==> config.mk <==
export PLATFORM = sky130hd
export DESIGN_NAME = if_stage
export DESIGN_NICKNAME = d
export VERILOG_FILES = /design/src/rtl/if_stage_pkg.sv /design/src/rtl/if_stage_pc.sv /design/src/rtl/if_stage.sv
export SDC_FILE = /design/constraint.sdc
export NUM_CORES = 1
export LEC_CHECK = 0
export CAP_MARGIN = 20
export CORE_ASPECT_RATIO = 0.6
export CORE_UTILIZATION = 45
export CTS_CLUSTER_SIZE = 14
export DETAILED_ROUTE_END_ITERATION = 8
export DONT_BUFFER_PORTS = 1
export GPL_TIMING_DRIVEN = 1
export PLACE_DENSITY = 0.67
export SYNTH_ARGS = -nofsm -noshare
export SYNTH_HDL_FRONTEND = slang
export SYNTH_HIERARCHICAL = 1
export SYNTH_SLANG_ARGS = --single-unit
==> constraint.sdc <==
create_clock -name Clk_in -period 2.31 [get_ports Clk_in]
set_clock_uncertainty 0.15 [all_clocks]
set_input_delay 0.462 -clock Clk_in [delete_from_list [all_inputs] [get_ports Clk_in]]
set_output_delay 0.462 -clock Clk_in [all_outputs]
set_load 0.02 [all_outputs]
### Ports around the boundary, run 1

(3 px per µm) Pins as bars across the die edge, other pins in gray.
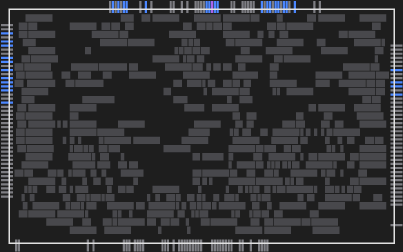
legend:
  InstrMemData_in:
    color: blue
    pins: 32
    direction: input
    edge: 17 north, 11 west, 4 east
  Halted_out:
    color: purple
    pins: 1
    direction: output
    edge: north
all pins by edge: 44 north, 43 west, 41 east, 39 south
# port buffers: 0
Chip Width: 128 µm
die y size: 77.5 µm

### Track usage over the die, run 1

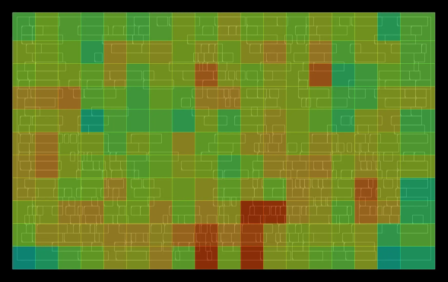
Total GRT Usage: 21.3%
GRT met2 Usage: 29.6%
fin util: 54.3%
met3 global-route usage: 8.21%

### Signal wires by layer, run 1

(4 px per µm)
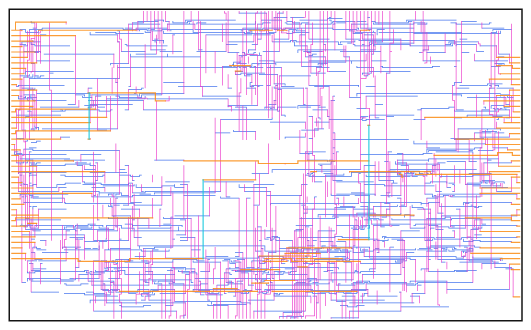
legend:
  M2:
    color: magenta
    wire_length: 4,180 µm
  M1:
    color: blue
    wire_length: 4,760 µm
  M4:
    color: cyan
    wire_length: 59.8 µm
  M3:
    color: orange
    wire_length: 991 µm
drt total wl: 10.0 mm
routed vias: 3,019
WL/cell: 19.0 µm

==> out/results.ini, run 1 <==
[place]
gp_congestion = 0.791
place.detailed.hpwl_mm = 7.13
place_inst = 509
dpl_worst_slack_ps = -302

[die]
dieArea_um2 = 9900
fp-utilization_pct = 46.5
pin_count = 167
fp.coreArea_um2 = 9190

[power_and_ir_drop]
p_switching_mw = 1.08
p_clk_share_pct = 38.1
ir_worst_vdd_mv = 0.402
powerClk_mw = 1.51
powerDensity_nw_per_um2 = 793
internal_power_mw = 2.88
pg_seq_mw = 2.03
leakage_nw = 2.19
power.share.switching_pct = 27.2

[yosys]
synthTopCellsByArea = dfrtp_1, a22o_1, xnor2_1
synth_adder_area_share_pct = 0.293
synth-simple-area-share_pct = 15.2
synthDistinctLibCells = 46
yosysTopAreaCell = dfrtp_1
ys_ff = 97
avgSynthCellArea_um2 = 11.7
netlist_instances = 365
top_cells_by_count = dfrtp_1, a22o_1, nand2_1, o21ai_0, xnor2_1
ys_sh_xor_pct = 5.74
ys_async_sr_fraction_pct = 100
top_cell_area_share_pct = 55.1
netlist_area_um2 = 4270

[final_timing]
timing.fmax_mhz = 450
worst_slack_ps = 86.6
period_used_pct = 96.3
slew_viol_final = 0
slew_headroom_pct = 56.8
holdWs_ps = -333
rsz0062_at_grt = yes
fin_tns_setup_ps = 0
final_hold_viol_count = 97
setup_viol = 0

[final_layout]
seqAreaFraction_pct = 48.7
final_cell_mix = dfrtp_1, a22o_1, nand2_1, buf_4, o21ai_0
num-fill-cells = 813
antenna_cells = 0
clkCellAreaFrac_pct = 6.15
nFlopsAndLatches = 97
clkbuf_count = 11
num-multi-input-gates = 240
inverters = 5
drive_gt1_share_pct = 20.7
postLayoutCellArea_um2 = 4990
combAreaFraction_pct = 35.1
nets = 461

[cts]
cts.path.max_buffers = 2
clkSlewWorstSetupHoldPaths_ps = 70
post-cts-setup-buffer-count = 0
cts_resized = 0
clock_tree.root_cell = clkbuf_16
cts_sinks = 97
clkLatencyLatePin_ps = 340

[grt]
gr-total-overflow = 0
antenna_found_initial = 0
grt_pass1_wl_mm = 16.1
grt_max_degree = 98

[outcome]
status = complete, but fails checks
violations = negative hold slack

[worst_hold_path]
hp-class = in2async

[route]
dr.pass1.iters = 6
vias_per_cell = 5.74

[run]
warnings = 32

[critical_path]
path_class = reg2reg
slowest_delay_ps = 390
cp_cell_sequence = nor3_2 -> o21a_2 -> inv_6 -> nand4b_4 -> or3_4 -> buf_12 -> nor4_4 -> xnor2_1 -> o21ai_1

## run 1: critical path: cells and delay by family (launching register included)
kind	cells	cell delay, ps
xor gates and xnor gates	1	150
and+or+nand+nor	4	910
DFF	1	390
AOI/OAI and AO/OA	2	280
buffers and inverters	2	200
## run 1: kinds of logic (layout without fill, tap and decap cells)
logic type	Yosys count	in the layout
mux	2	2
fa+ha+maj	1	1
simple gates	112	112
compound gates	95	95
buf+inv	29	59
other cells	1	2
xor+xnor	28	28
flops	97	97
## run 1: metal layers
layer / global-route usage [%] / up-vias / share of wire (%)
li1: - / 1380 / -
met1: 31.0 / 1477 / 48
met2: 29.6 / 154 / 42
met3: 8.21 / 8 / 9.9
met4: 4.94 / 0 / 0.59
met5: 0 / - / 0
==> run 2: changes to the inputs <==
- HOLD_SLACK_MARGIN: not set -> 0.02
### Where the registers sit, run 2

(3 px per µm) Other sequential cells in the stronger gray, the rest of the logic in the fainter gray.
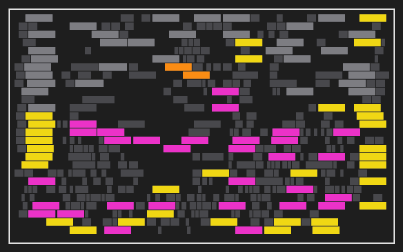
legend:
  IFID_PC_out:
    color: yellow
    flops: 32
    where: all over the die
  u_pc/pc:
    color: magenta
    flops: 30
  state_q:
    color: orange
    flops: 2
seq pwr: 2.03 mW
flip-flop and latch area: 2430 µm²
Seq area share: 48.7%

### Ports around the boundary, run 2

(3 px per µm) Pins as bars across the die edge, other pins in gray.
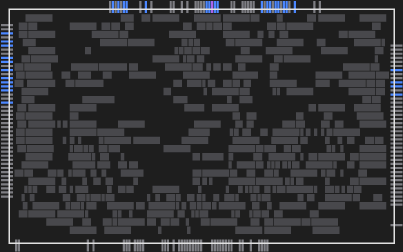
legend:
  Halted_out:
    color: purple
    pins: 1
    direction: output
    edge: north
  InstrMemData_in:
    color: blue
    pins: 32
    direction: input
    edge: 17 north, 11 west, 4 east
all pins by edge: 44 north, 43 west, 41 east, 39 south

==> out/results.ini, run 2 <==
[outcome]
status = complete, but fails checks
violations = negative hold slack

[yosys]
netlist_area_um2 = 4270
edf_count = 0
ys.flop_type = dfrtp_1
yosysTopAreaCell = dfrtp_1
top_cell_area_share_pct = 55.1
top_cells_by_count = dfrtp_1, a22o_1, nand2_1, o21ai_0, xnor2_1
avgSynthCellArea_um2 = 11.7
most_common_cell = dfrtp_1
ys_async_sr_fraction_pct = 100
synthTopCellsByArea = dfrtp_1, a22o_1, xnor2_1
yosysWarnings = 6
ys_ff = 97
synthDistinctLibCells = 46
yosys_area_um2 = 4270
netlist_instances = 365
ys_cells = 365
postSynthSeqShare_pct = 56.9

[place]
place_inst = 509
gp_congestion = 0.791
postPlaceCellArea_um2 = 4660
dpl_worst_slack_ps = -302
portBuffers = 0
place.detailed.hpwl_mm = 7.13

[power_and_ir_drop]
p_clk_share_pct = 38.1
internal_power_mw = 2.88
ir_worst_vdd_mv = 0.402
powerDensity_nw_per_um2 = 793
p_total_mw = 3.95
comb_power_share_pct = 10.5
power.share.switching_pct = 27.2
leakage_nw = 2.19
p_switching_mw = 1.08
pwr-share-seq_pct = 51.4
powerClk_mw = 1.51
p_comb_uw = 413

[die]
fp.coreArea_um2 = 9190
rows = 27
die_h_um = 77.5
die_w_um = 128
pin_count = 167
dieArea_um2 = 9900
fp-utilization_pct = 46.5

[route]
wl_per_cell_um = 19.0
wl_met1_mm = 4.76
num_vias = 3019
top_layer_used = met4
dr_wl_met2_mm = 4.18
drc = 0
dr.pass1.iters = 6
ant_nets = 0
vias_per_cell = 5.74
wl_met3_um = 990
totalWireLength_mm = 10.0
drtIter0Drc = 127

[grt]
grt_use_met1_pct = 31.0
grt_pass1_wl_mm = 16.1
use_met3_pct = 8.21
grt.total_usage_pct = 21.3
grt_use_met2_pct = 29.6
top_usage_layer = met1
gr-total-overflow = 0
grt_pass1_vias = 2984
grt_max_degree = 98
antenna_found_initial = 0

[final_layout]
lay_top_count = dfrtp_1
layout.cells.non_filler = 526
nets = 461
antenna_cells = 0
areaGrowthSynthToFinish_pct = 16.7
post-route-util_pct = 54.3
drive_gt1_share_pct = 20.7
postLayoutCellArea_um2 = 4990
final_cell_mix = dfrtp_1, a22o_1, nand2_1, buf_4, o21ai_0

[final_timing]
slew_headroom_pct = 56.8
finalCriticalPeriod_ps = 2220
worst_slack_ps = 86.6
setup_viol = 0
final_hold_viol_count = 97
holdWs_ps = -333
timing.fmax_mhz = 450
worst_pin_slew_ps = 647
rsz0062_at_grt = yes
period_used_pct = 96.3
fin_tns_setup_ps = 0
slew_viol_final = 0

[run]
max-cap-violations = 0
warnings = 32

[cts]
clkSlewWorstSetupHoldPaths_ps = 70
cts_resized = 0
cts_sinks = 97
cts.path.max_buffers = 2
clock_tree.root_cell = clkbuf_16
post-cts-setup-buffer-count = 0
h-tree-depth = 3
numCtsBuffers = 9
tritoncts = yes
clkLatencyLatePin_ps = 340

[critical_path]
crit_path_end_kind = flip-flop
rr_worst_depth = 9
cp_cell_sequence = nor3_2 -> o21a_2 -> inv_6 -> nand4b_4 -> or3_4 -> buf_12 -> nor4_4 -> xnor2_1 -> o21ai_1
slowest_stage = dfrtp_1
path_class = reg2reg
crit_buf_inv = 2
startpoint_type = flip-flop
path_depth = 9
critPathRequiredTime_ps = 2350
reg2reg_slack_ps = 90
crit_family = simple AND/OR/NAND/NOR gates
slowest_delay_ps = 390
cp_max_fo = 9
worstPathArrival_ps = 2270

[worst_hold_path]
hp-class = in2async

## run 2: cell counts in the layout (fill, tap and decap cells not counted)
No cell type changed its count.
## run 2: cell families (layout without fill, tap and decap cells)
| family | count (synthesis) | in the layout | share of synthesized area [%] |
|---|---|---|---|
| simple gates | 112 | 112 | 15.2 |
| flops | 97 | 97 | 56.9 |
| compound gates | 95 | 95 | 16.9 |
| buf+inv | 29 | 59 | 4.33 |
| xor+xnor | 28 | 28 | 5.74 |
| mux | 2 | 2 | 0.498 |
| fa+ha+maj | 1 | 1 | 0.293 |
| other cells | 1 | 2 | 0.0878 |
## run 2: cell type report
class | instances | area (µm²)
clock buffer | 11 | 243
clock inverter | 5 | 63.8
fill | 813 | 4200
inverter | 5 | 23.8
multi-input combinational | 240 | 1750
sequential | 97 | 2430
tap | 130 | 163
timing repair buffer | 38 | 310
Power is estimated from default activity; no workload was simulated.
